**config.mk**
```make
export PLATFORM = sky130hd
export DESIGN_NAME = mem_fill_bridge_flat
export DESIGN_NICKNAME = d
export VERILOG_FILES = /design/src/rtl/mem_fill_bridge_if.sv /design/src/rtl/mem_fill_bridge.sv /design/src/flat_wrapper.sv
export SDC_FILE = /design/constraint.sdc
export NUM_CORES = 1
export LEC_CHECK = 0
export CAP_MARGIN = 20
export CORE_MARGIN = 1
export CORE_UTILIZATION = 55
export CTS_BUF_LIST = sky130_fd_sc_hd__clkbuf_16
export DETAILED_ROUTE_END_ITERATION = 16
export PLACE_DENSITY = 0.89
export SETUP_SLACK_MARGIN = 0.5
export SLEW_MARGIN = 20
export SYNTH_ARGS = -nofsm -noshare
export SYNTH_HDL_FRONTEND = slang
export SYNTH_SLANG_ARGS = --single-unit
```
**constraint.sdc**
```tcl
create_clock -name clk -period 2.33 [get_ports clk]
set_input_delay 0.5825 -clock clk [delete_from_list [all_inputs] [get_ports clk]]
set_output_delay 0.5825 -clock clk [all_outputs]
set_load 0.02 [all_outputs]
```
**src/rtl/mem_fill_bridge_if.sv**
```systemverilog
// Bundles the miss-handler request, external memory and beat delivery channels
// of mem_fill_bridge. The bridge connects through the slave modport.
`timescale 1ns/1ps

interface mem_fill_bridge_if #(
  parameter int ADDR_WIDTH = 16,
  parameter int WORD_WIDTH = 20,
  parameter int IDX_WIDTH  = 3
);
  logic [ADDR_WIDTH-1:0]   i_req_addr;
  logic                    i_req_valid;
  logic                    o_req_ready;
  logic [ADDR_WIDTH-1:0]   o_ext_addr;
  logic                    o_ext_rd_valid;
  logic                    i_ext_rd_ready;
  logic [WORD_WIDTH-1:0]   i_ext_data;
  logic                    i_ext_data_valid;
  logic                    o_ext_data_ready;
  logic [2*WORD_WIDTH-1:0] o_beat_data;
  logic [IDX_WIDTH-1:0]    o_beat_index;
  logic                    o_beat_valid;
  logic                    i_beat_ready;
  logic                    o_fill_done;
  logic                    o_busy;

  modport master (
    output i_req_addr, i_req_valid, i_ext_rd_ready, i_ext_data, i_ext_data_valid, i_beat_ready,
    input  o_req_ready, o_ext_addr, o_ext_rd_valid, o_ext_data_ready, o_beat_data,
           o_beat_index, o_beat_valid, o_fill_done, o_busy
  );

  modport slave (
    input  i_req_addr, i_req_valid, i_ext_rd_ready, i_ext_data, i_ext_data_valid, i_beat_ready,
    output o_req_ready, o_ext_addr, o_ext_rd_valid, o_ext_data_ready, o_beat_data,
           o_beat_index, o_beat_valid, o_fill_done, o_busy
  );
endinterface

```
**src/rtl/mem_fill_bridge.sv**
```systemverilog
// Block-fill bridge: one burst read per miss, word pairs packed into beats and queued
// in a small FIFO. Define CRITICAL_BEAT_FIRST_EN to fetch the missed beat first (wrap order).
`timescale 1ns/1ps

module mem_fill_bridge #(
  parameter int ADDR_WIDTH  = 16,
  parameter int WORD_WIDTH  = 20,
  parameter int BEAT_WORDS  = 2,
  parameter int BLOCK_WORDS = 16,
  parameter int FIFO_DEPTH  = 4
) (
  input  logic             clk,
  input  logic             arst_n,
  input  logic             i_halt,
  mem_fill_bridge_if.slave bus
);

  localparam int OFF_W  = $clog2(BLOCK_WORDS);
  localparam int CNT_W  = OFF_W + 1;
  localparam int IDX_W  = $clog2(BLOCK_WORDS / BEAT_WORDS);
  localparam int PTR_W  = $clog2(FIFO_DEPTH);
  localparam int BEAT_W = BEAT_WORDS * WORD_WIDTH;

  typedef enum logic [1:0] {IDLE, ISSUE, COLLECT, DRAIN} state_t;

  state_t                state_reg, state_next;
  logic [ADDR_WIDTH-1:0] addr_reg, addr_next;
  logic [CNT_W-1:0]      word_cnt_reg, word_cnt_next;
  logic [WORD_WIDTH-1:0] pack_reg, pack_next;
  logic [PTR_W-1:0]      wr_ptr_reg, wr_ptr_next;
  logic [PTR_W-1:0]      rd_ptr_reg, rd_ptr_next;
  logic [PTR_W:0]        fifo_cnt_reg, fifo_cnt_next;
  logic [BEAT_W-1:0]     fifo_data_reg [FIFO_DEPTH];
  logic [IDX_W-1:0]      fifo_idx_reg  [FIFO_DEPTH];

  logic             fifo_full, fifo_empty;
  logic             word_odd, last_word;
  logic             req_fire, rd_fire, data_ready, word_fire;
  logic             push, pop, last_pop;
  logic [IDX_W-1:0] beat_base, push_idx;
  logic [BEAT_W-1:0] push_data;

`ifdef CRITICAL_BEAT_FIRST_EN
  // Burst starts at the even word of the missed beat; memory wraps within the block.
  assign bus.o_ext_addr = addr_reg & ~ADDR_WIDTH'(1);
  assign beat_base      = IDX_W'(addr_reg[OFF_W-1:0] >> 1);
`else
  assign bus.o_ext_addr = addr_reg & ~ADDR_WIDTH'(BLOCK_WORDS - 1);
  assign beat_base      = '0;
`endif

  assign fifo_full  = (fifo_cnt_reg == (PTR_W+1)'(FIFO_DEPTH));
  assign fifo_empty = (fifo_cnt_reg == '0);
  assign word_odd   = word_cnt_reg[0];
  assign last_word  = (word_cnt_reg == CNT_W'(BLOCK_WORDS - 1));

  assign req_fire   = (state_reg == IDLE) && !i_halt && bus.i_req_valid;
  assign rd_fire    = (state_reg == ISSUE) && !i_halt && bus.i_ext_rd_ready;
  // Occupancy is taken before any same-cycle pop, so a full FIFO blocks odd words.
  assign data_ready = (state_reg == COLLECT) && !i_halt && (!word_odd || !fifo_full);
  assign word_fire  = data_ready && bus.i_ext_data_valid;
  assign push       = word_fire && word_odd;
  assign pop        = !fifo_empty && bus.i_beat_ready && !i_halt;
  assign last_pop   = (state_reg == DRAIN) && pop && (fifo_cnt_reg == (PTR_W+1)'(1));

  assign push_idx   = beat_base + IDX_W'(word_cnt_reg >> 1);
  assign push_data  = BEAT_W'({bus.i_ext_data, pack_reg});

  assign bus.o_req_ready      = (state_reg == IDLE) && !i_halt;
  assign bus.o_ext_rd_valid   = (state_reg == ISSUE);
  assign bus.o_ext_data_ready = data_ready;
  assign bus.o_beat_valid     = !fifo_empty;
  assign bus.o_beat_data      = fifo_data_reg[rd_ptr_reg];
  assign bus.o_beat_index     = fifo_idx_reg[rd_ptr_reg];
  assign bus.o_fill_done      = last_pop;
  assign bus.o_busy           = (state_reg != IDLE);

  always_comb begin
    state_next    = state_reg;
    addr_next     = addr_reg;
    word_cnt_next = word_cnt_reg;
    case (state_reg)
      IDLE: begin
        if (req_fire) begin
          state_next    = ISSUE;
          addr_next     = bus.i_req_addr;
          word_cnt_next = '0;
        end
      end
      ISSUE: begin
        if (rd_fire) state_next = COLLECT;
      end
      COLLECT: begin
        if (word_fire) begin
          word_cnt_next = word_cnt_reg + 1'b1;
          if (last_word) state_next = DRAIN;
        end
      end
      DRAIN: begin
        if (last_pop) state_next = IDLE;
      end
      default: state_next = IDLE;
    endcase
  end

  always_comb begin
    pack_next     = pack_reg;
    wr_ptr_next   = wr_ptr_reg;
    rd_ptr_next   = rd_ptr_reg;
    fifo_cnt_next = fifo_cnt_reg;
    if (word_fire && !word_odd) pack_next = bus.i_ext_data;
    if (push) wr_ptr_next = wr_ptr_reg + 1'b1;
    if (pop)  rd_ptr_next = rd_ptr_reg + 1'b1;
    case ({push, pop})
      2'b10:   fifo_cnt_next = fifo_cnt_reg + 1'b1;
      2'b01:   fifo_cnt_next = fifo_cnt_reg - 1'b1;
      default: fifo_cnt_next = fifo_cnt_reg;
    endcase
  end

  always_ff @(posedge clk or negedge arst_n) begin
    if (!arst_n) begin
      state_reg    <= IDLE;
      addr_reg     <= '0;
      word_cnt_reg <= '0;
      pack_reg     <= '0;
      wr_ptr_reg   <= '0;
      rd_ptr_reg   <= '0;
      fifo_cnt_reg <= '0;
    end else begin
      state_reg    <= state_next;
      addr_reg     <= addr_next;
      word_cnt_reg <= word_cnt_next;
      pack_reg     <= pack_next;
      wr_ptr_reg   <= wr_ptr_next;
      rd_ptr_reg   <= rd_ptr_next;
      fifo_cnt_reg <= fifo_cnt_next;
    end
  end

  // Entries are reset so the head reads zero out of reset.
  for (genvar gi = 0; gi < FIFO_DEPTH; gi++) begin : g_fifo
    always_ff @(posedge clk or negedge arst_n) begin
      if (!arst_n) begin
        fifo_data_reg[gi] <= '0;
        fifo_idx_reg[gi]  <= '0;
      end else if (push && (wr_ptr_reg == PTR_W'(gi))) begin
        fifo_data_reg[gi] <= push_data;
        fifo_idx_reg[gi]  <= push_idx;
      end
    end
  end

endmodule

```
**src/flat_wrapper.sv**
```systemverilog
// flat-port wrapper written by rule: the top's interface ports become plain ports
module mem_fill_bridge_flat 
#(
  parameter int ADDR_WIDTH  = 16,
  parameter int WORD_WIDTH  = 20,
  parameter int BEAT_WORDS  = 2,
  parameter int BLOCK_WORDS = 16,
  parameter int FIFO_DEPTH  = 4
)
  (clk, arst_n, i_halt, bus_i_req_addr, bus_i_req_valid, bus_i_ext_rd_ready, bus_i_ext_data, bus_i_ext_data_valid, bus_i_beat_ready, bus_o_req_ready, bus_o_ext_addr, bus_o_ext_rd_valid, bus_o_ext_data_ready, bus_o_beat_data, bus_o_beat_index, bus_o_beat_valid, bus_o_fill_done, bus_o_busy);
  mem_fill_bridge_if #(.ADDR_WIDTH(ADDR_WIDTH), .WORD_WIDTH(WORD_WIDTH)) bus_i ();
  input  logic clk;
  input  logic arst_n;
  input  logic i_halt;
  input wire logic [$bits(bus_i.i_req_addr)-1:0] bus_i_req_addr;
  input wire logic [$bits(bus_i.i_req_valid)-1:0] bus_i_req_valid;
  input wire logic [$bits(bus_i.i_ext_rd_ready)-1:0] bus_i_ext_rd_ready;
  input wire logic [$bits(bus_i.i_ext_data)-1:0] bus_i_ext_data;
  input wire logic [$bits(bus_i.i_ext_data_valid)-1:0] bus_i_ext_data_valid;
  input wire logic [$bits(bus_i.i_beat_ready)-1:0] bus_i_beat_ready;
  output wire logic [$bits(bus_i.o_req_ready)-1:0] bus_o_req_ready;
  output wire logic [$bits(bus_i.o_ext_addr)-1:0] bus_o_ext_addr;
  output wire logic [$bits(bus_i.o_ext_rd_valid)-1:0] bus_o_ext_rd_valid;
  output wire logic [$bits(bus_i.o_ext_data_ready)-1:0] bus_o_ext_data_ready;
  output wire logic [$bits(bus_i.o_beat_data)-1:0] bus_o_beat_data;
  output wire logic [$bits(bus_i.o_beat_index)-1:0] bus_o_beat_index;
  output wire logic [$bits(bus_i.o_beat_valid)-1:0] bus_o_beat_valid;
  output wire logic [$bits(bus_i.o_fill_done)-1:0] bus_o_fill_done;
  output wire logic [$bits(bus_i.o_busy)-1:0] bus_o_busy;
  assign bus_i.i_req_addr = bus_i_req_addr;
  assign bus_i.i_req_valid = bus_i_req_valid;
  assign bus_i.i_ext_rd_ready = bus_i_ext_rd_ready;
  assign bus_i.i_ext_data = bus_i_ext_data;
  assign bus_i.i_ext_data_valid = bus_i_ext_data_valid;
  assign bus_i.i_beat_ready = bus_i_beat_ready;
  assign bus_o_req_ready = bus_i.o_req_ready;
  assign bus_o_ext_addr = bus_i.o_ext_addr;
  assign bus_o_ext_rd_valid = bus_i.o_ext_rd_valid;
  assign bus_o_ext_data_ready = bus_i.o_ext_data_ready;
  assign bus_o_beat_data = bus_i.o_beat_data;
  assign bus_o_beat_index = bus_i.o_beat_index;
  assign bus_o_beat_valid = bus_i.o_beat_valid;
  assign bus_o_fill_done = bus_i.o_fill_done;
  assign bus_o_busy = bus_i.o_busy;
  mem_fill_bridge #(.ADDR_WIDTH(ADDR_WIDTH), .WORD_WIDTH(WORD_WIDTH), .BEAT_WORDS(BEAT_WORDS), .BLOCK_WORDS(BLOCK_WORDS), .FIFO_DEPTH(FIFO_DEPTH)) u_core (.clk(clk), .arst_n(arst_n), .i_halt(i_halt), .bus(bus_i));
endmodule
```
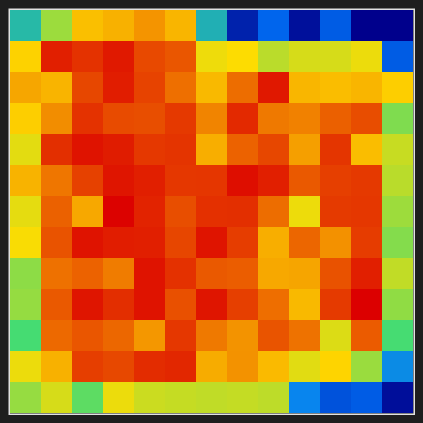
*Local utilization, run 1*
(3 px per µm) 13 x 13 tiles, from dark blue (low) to red (high), 0 to 100% covered.
The mean over all tiles is 79%. The fullest tile reaches 100%. 71% of the tiles are over 75% full. 1.2% of the tiles are nearly empty.
final core occ: 84.2%
FP Util: 56.0%
Placeable Area: 0.0172 mm²

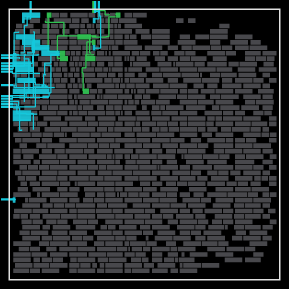
*I/O nets highlighted, run 1*
(2 px per µm)
Key: green = i_halt [bits 1, direction input, end cells 8, buffers 4, wire 154 µm]; cyan = bus_o_ext_addr [bits 16, direction output, end cells 16, buffers 12, wire 493 µm]
number of port buffers: 99
number of placed I/O pins: 108

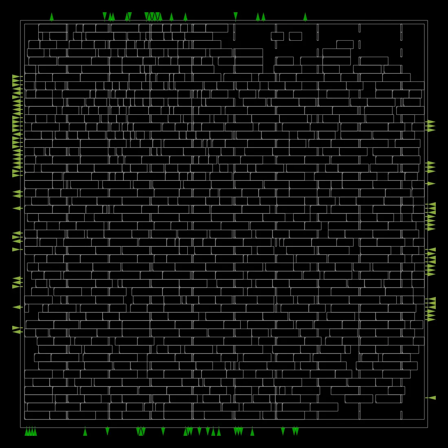
*Cell placement, run 1*
standard-cell rows: 48
sequential cell area share: 37.6%

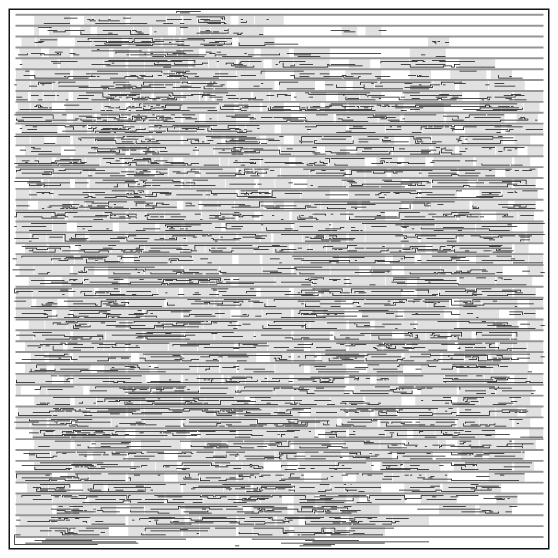
*Signal wires on met1, run 1*
(4 px per µm) Supply wires on this layer in grey. Cells faint in the background.
The wires run mostly horizontal. The layer carries 12000 µm of wire.
global routing usage on met1: 40.3%
routed wire length: 31.6 mm
vias after detailed routing: 6617

==> summary.txt, run 1 <==
run metrics: count of library flops with an enable pin 0, distinct cell type count after synthesis 37, layout sequential cell count between 200 and 250, met2 layer wire length in the routed design 16.5 mm, met2 usage in global routing 57.4%, main logic family after synthesis multiplexers, status complete, but fails checks, hold crit path type input port to asynchronous set/reset pin, setup slack after layout -291 ps, count of buffers added by post-CTS timing repair for setup 45, RSZ-0062 raised after global routing yes, Gates resized, CTS repair roughly 510, library cell with the highest instance count after synthesis sky130_fd_sc_hd__dfrtp_1, Max power group combinational cells, logic share of the area between 30% and 40%, required time at the endpoint of the critical path about 1800 ps, DRT Pass-1 Iters 5, post-route cell area 0.0145 mm², number of cells in Yosys stat 596, met3 layer usage reported by global route under 10%, maximum fanout encountered on the critical timing path 8, sort of element at the start of the critical path flip-flop, maximum ir drop on the vdd rail roughly 0.00090 V, flip-flop cell with the highest count after synthesis sky130_fd_sc_hd__dfrtp_1, setup slack at placement -233 ps, number of buffers on the longest clock path 3, total die size 0.0181 mm², share of synthesized cell area in and-or and or-and compound cells 1.26%, switching share of total power 32.9%, crit path DAT 2040 ps, share of total power in the clock network 23.1%, setup tns final -8630 ps, Layout clock area frac under 10%, power of the combinational group 0.00594 W, kind of capture point of the worst setup path output port, synthesized instance count 596, routability congestion estimate 0.789, multi-input combinational cell count 333, path type of the worst setup path flip-flop to output port, highest signal layer in the routed design met4, height of the die between 100 and 150 µm, area post-placement 0.0111 mm², number of sinks on the clock net between 200 and 250, Synth Register Bits 218, arithmetic-cell share of the synthesized area counting full adders, half adders and majority gates 1.94%, post-synthesis sequential area ratio 56.5%, Yosys chip area roughly 0.0097 mm², First DRT Iteration DRCs 398, Sequential Area about 0.0055 mm², most used logic cell in the final layout sky130_fd_sc_hd__dfrtp_1, buffer share of cell area 21.6%, crit path capture bus_o_beat_data[34], cell-by-cell trace of the critical path buf_8, buf_12, buf_16, mux4_2, buf_6, Worst Clk Skew 15.0 ps, MI comb area 0.00491 mm², mean instance size in the synthesized netlist 16.2 µm², kind of cell with the highest combined delay on the critical path buffers and inverters, horizontal extent of the die 134 µm, wire length of the first global-routing pass 43.7 mm, delay of the slowest critical-path stage about 500 ps, final hold slack 43.9 ps, Overflow after GRT 0, Final nets 883, clock-pin slew of the registers on the worst-case setup and hold paths ~60 ps, CTS tree built, violations in the final reports setup timing, tapcells inserted between 200 and 250, most frequent logic cells in the routed design 216 x sky130_fd_sc_hd__dfrtp_1, 204 x sky130_fd_sc_hd__mux2_4, 83 x sky130_fd_sc_hd__buf_6, number of warnings the tools reported 42, r2r worst-path depth 11, routed length on met3 1.39 mm, clock insertion delay at the later pin of the skew report 500 ps, placed cells 923, detailed-route vias per instance 6.22, dominant cell type by area after synthesis sky130_fd_sc_hd__dfrtp_1, post-route ant nets 0, max-cap violations 0, Max Slew Vio Count 0, largest contributor to cell area by class sequential cells, global-route total usage across every layer 32.7%, DRC violation count after routing 0, length of routed wiring on met1 12.0 mm, clock buffer count from CTS 23, yosys synthesis warning count 0, non-clock inverter total of the final layout 14, P&R area growth vs syn 50.3%, power share of the sequential group 36.7%, max reg flops 160, Seq group 0.00541 W, total count of hold-check failures in the final report 0, number of global-route vias before repair around 7.3k, flop-to-flop setup slack 130 ps, clock buffer count 23, combined area of all synthesized cells 0.00965 mm², wire length per cell after detailed routing 29.7 µm, CP max-delay cell sky130_fd_sc_hd__dfrtp_4, post-route non-filler standard cell count 1063, Final Setup Violations around 43, number of hold-repair buffers added at the cts stage 0, xor and xnor area share after synthesis less than 1%, number of logic stages on the critical path including buffering 5, fraction of final layout cells sized beyond drive strength 1 ~60%, power of the clock network around 0.0034 W, power density cells between 1000 and 1500 mW/mm²
### Placed cells, one colour a class, run 1

(3 px per µm)
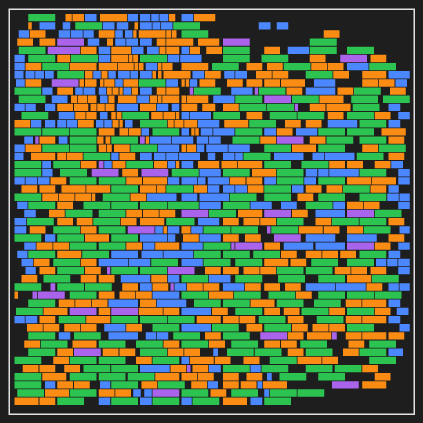

## Run 2: what changed since run 1
--- a/config.mk
+++ b/config.mk
@@ -5,12 +5,14 @@
 export SDC_FILE = /design/constraint.sdc
 export NUM_CORES = 1
 export LEC_CHECK = 0
+export ABC_CLOCK_PERIOD_IN_PS = 2330
 export CAP_MARGIN = 20
 export CORE_MARGIN = 1
 export CORE_UTILIZATION = 55
 export CTS_BUF_LIST = sky130_fd_sc_hd__clkbuf_16
 export DETAILED_ROUTE_END_ITERATION = 16
-export PLACE_DENSITY = 0.89
+export MAX_ROUTING_LAYER = met4
+export PLACE_DENSITY = 0.76
 export SETUP_SLACK_MARGIN = 0.5
 export SLEW_MARGIN = 20
 export SYNTH_ARGS = -nofsm -noshare
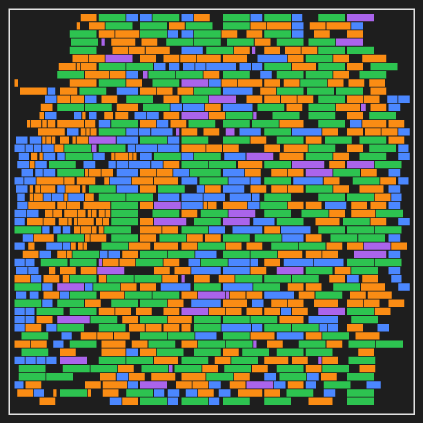
*Placed cells, one colour a class, run 2*
(3 px per µm)
Key: orange = remaining logic cells [cells 347, share of their area 36%]; green = registers [cells 218, share of their area 39%]; blue = remaining buffers and delay cells [cells 200, share of their area 19%]; purple = clock drivers and dummy loads [cells 41, share of their area 5.5%]
final core occ: 81.9%
sequential cell area share: 38.7%
post-route cell area: 0.0141 mm²

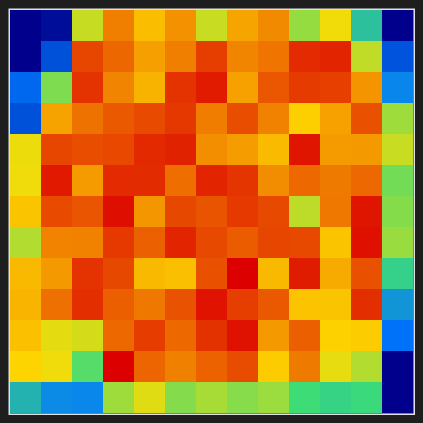
*Local utilization, run 2*
(3 px per µm) 13 x 13 tiles, from dark blue (low) to red (high), 0 to 100% covered.
The mean over all tiles is 77%. The fullest tile reaches 100%. 3.0% of the tiles are nearly empty. 72% of the tiles are over 75% full.

==> run 2 against run 1 <==
The flow still finishes with violations (setup timing). Hold slack better by 7.4 ps. Register-to-register slack worse by 20 ps. Clock skew is 15 ps higher. Fmax is 0.39% lower. Critical path depth stayed put. Cell area is 2.7% lower. Die size stayed put. Area after synthesis stayed put. Critical endpoint is now bus_o_beat_data[0]. Highest routed layer unchanged.
==> summary.txt, run 2 <==
run metrics: max reg flops 160 (unchanged), number of hold-repair buffers added at the cts stage 0 (unchanged), library cell with the highest instance count after synthesis sky130_fd_sc_hd__dfrtp_1 (unchanged), status complete, but fails checks (unchanged), dominant cell type by area after synthesis sky130_fd_sc_hd__dfrtp_1 (unchanged), maximum fanout encountered on the critical timing path 6 (was 8), combined area of all synthesized cells 0.00965 mm² (unchanged), clock buffer count from CTS 23 (unchanged), RSZ-0062 raised after global routing yes (unchanged), placed cells 925 (was 923), largest contributor to cell area by class sequential cells (unchanged), most used logic cell in the final layout sky130_fd_sc_hd__dfrtp_1 (unchanged), violations in the final reports setup timing (unchanged), Placeable Area 0.0172 mm² (unchanged), clock insertion delay at the later pin of the skew report 520 ps (was 500 ps), share of total power in the clock network 25.3% (was 23.1%), wire length per cell after detailed routing 27.2 µm (was 29.7 µm), number of logic stages on the critical path including buffering 5 (unchanged), Layout clock area frac 5.36% (was 4.58%), number of warnings the tools reported 42 (unchanged), xor and xnor area share after synthesis 0.544% (unchanged), Final Total Pwr 0.0148 W (about the same), number of buffers on the longest clock path 3 (unchanged), Max power group combinational cells (unchanged), Gates resized, CTS repair 497 (was 509), routed wire length 28.0 mm (was 31.6 mm), Yosys chip area 0.00965 mm² (unchanged), total die size 0.0181 mm² (unchanged), fraction of the mapped netlist area in simple logic gates 2.27% (unchanged), flip-flop cell with the highest count after synthesis sky130_fd_sc_hd__dfrtp_1 (unchanged), yosys synthesis warning count 0 (unchanged), cell-by-cell trace of the critical path buf_12, buf_8, buf_16, mux4_2, buf_6 (was buf_8, buf_12, buf_16, mux4_2, buf_6), number of cells in Yosys stat 596 (unchanged), number of global-route vias before repair 6640 (was 7269), detailed-route vias per instance 6.04 (was 6.22), CP max-delay cell sky130_fd_sc_hd__dfrtp_4 (unchanged), horizontal extent of the die 134 µm (unchanged), setup tns final -8070 ps (was -8630 ps), routed length on met3 1.39 mm (about the same), multi-input combinational cell count 333 (unchanged), post-route non-filler standard cell count 1031 (was 1063), met2 layer wire length in the routed design 14.3 mm (was 16.5 mm), total count of hold-check failures in the final report 0 (unchanged), fraction of final layout cells sized beyond drive strength 1 57.9% (was 60.1%), most frequent logic cells in the routed design 216 x sky130_fd_sc_hd__dfrtp_1, 205 x sky130_fd_sc_hd__mux2_4, 77 x sky130_fd_sc_hd__buf_6 (was 216 x sky130_fd_sc_hd__dfrtp_1, 204 x sky130_fd_sc_hd__mux2_4, 83 x sky130_fd_sc_hd__buf_6), met2 usage in global routing 47.8% (was 57.4%), clock buffer count 23 (unchanged), max-cap violations 0 (unchanged), met3 layer usage reported by global route 4.65% (was 5.52%), standard-cell rows 48 (unchanged), Final Setup Violations 43 (unchanged), post-route ant nets 0 (unchanged), kind of capture point of the worst setup path output port (unchanged), mean instance size in the synthesized netlist 16.2 µm² (unchanged), DRT Pass-1 Iters 6 (was 5), Overflow after GRT 0 (unchanged), distinct cell type count after synthesis 37 (unchanged), First DRT Iteration DRCs 341 (was 398), Max Slew Vio Count 0 (unchanged), MI comb area 0.00490 mm² (was 0.00491 mm²), synthesized instance count 596 (unchanged), layout sequential cell count 218 (unchanged), main logic family after synthesis multiplexers (unchanged), area post-placement 0.0112 mm² (was 0.0111 mm²), share of synthesized cell area in and-or and or-and compound cells 1.26% (unchanged), logic share of the area 34.7% (was 33.9%), kind of cell with the highest combined delay on the critical path buffers and inverters (unchanged), FP Util 56.0% (unchanged), count of library flops with an enable pin 0 (unchanged), crit path DAT 2050 ps (was 2040 ps), Worst Clk Skew 29.7 ps (was 15.0 ps), power of the combinational group 0.00571 W (was 0.00594 W), wire length of the first global-routing pass 38.8 mm (was 43.7 mm), required time at the endpoint of the critical path 1750 ps (about the same), count of buffers added by post-CTS timing repair for setup 31 (was 45), non-clock inverter total of the final layout 14 (unchanged), routability congestion estimate 0.791 (was 0.789), highest signal layer in the routed design met4 (unchanged), transition time at the pin with the least slew margin 541 ps, global-route total usage across every layer 29.7% (was 32.7%), Final nets 848 (was 883), global routing usage on met1 38.9% (was 40.3%), power density cells 1050 mW/mm² (was 1020 mW/mm²), r2r worst-path depth 12 (was 11), Synth Register Bits 218 (unchanged), height of the die 134 µm (unchanged), P&R area growth vs syn 46.3% (was 50.3%), power of the clock network 0.00376 W (was 0.00340 W), CTS tree built (unchanged), final hold slack 51.4 ps (was 43.9 ps), tapcells inserted 225 (unchanged), length of routed wiring on met1 11.4 mm (was 12.0 mm), flop-to-flop setup slack 110 ps (was 130 ps), power share of the sequential group 36.3% (was 36.7%), clock-pin slew of the registers on the worst-case setup and hold paths 60 ps (about the same), setup slack after layout -302 ps (was -291 ps), crit path capture bus_o_beat_data[0] (was bus_o_beat_data[34]), number of port buffers 99 (unchanged), maximum ir drop on the vdd rail 0.000743 V (was 0.000905 V), number of sinks on the clock net 218 (unchanged), post-synthesis sequential area ratio 56.5% (unchanged), buffer share of cell area 18.8% (was 21.6%), worst r2r dst u_core.fifo_data_reg[22]$_DFFE_PN0P_ (was u_core.fifo_data_reg[97]$_DFFE_PN0P_), hold crit path type input port to asynchronous set/reset pin (unchanged), arithmetic-cell share of the synthesized area counting full adders, half adders and majority gates 1.94% (unchanged), path type of the worst setup path flip-flop to output port (unchanged), Antenna Diode Count 0 (unchanged), Seq group 0.00538 W (was 0.00541 W)
Power is estimated from default activity; no workload was simulated.
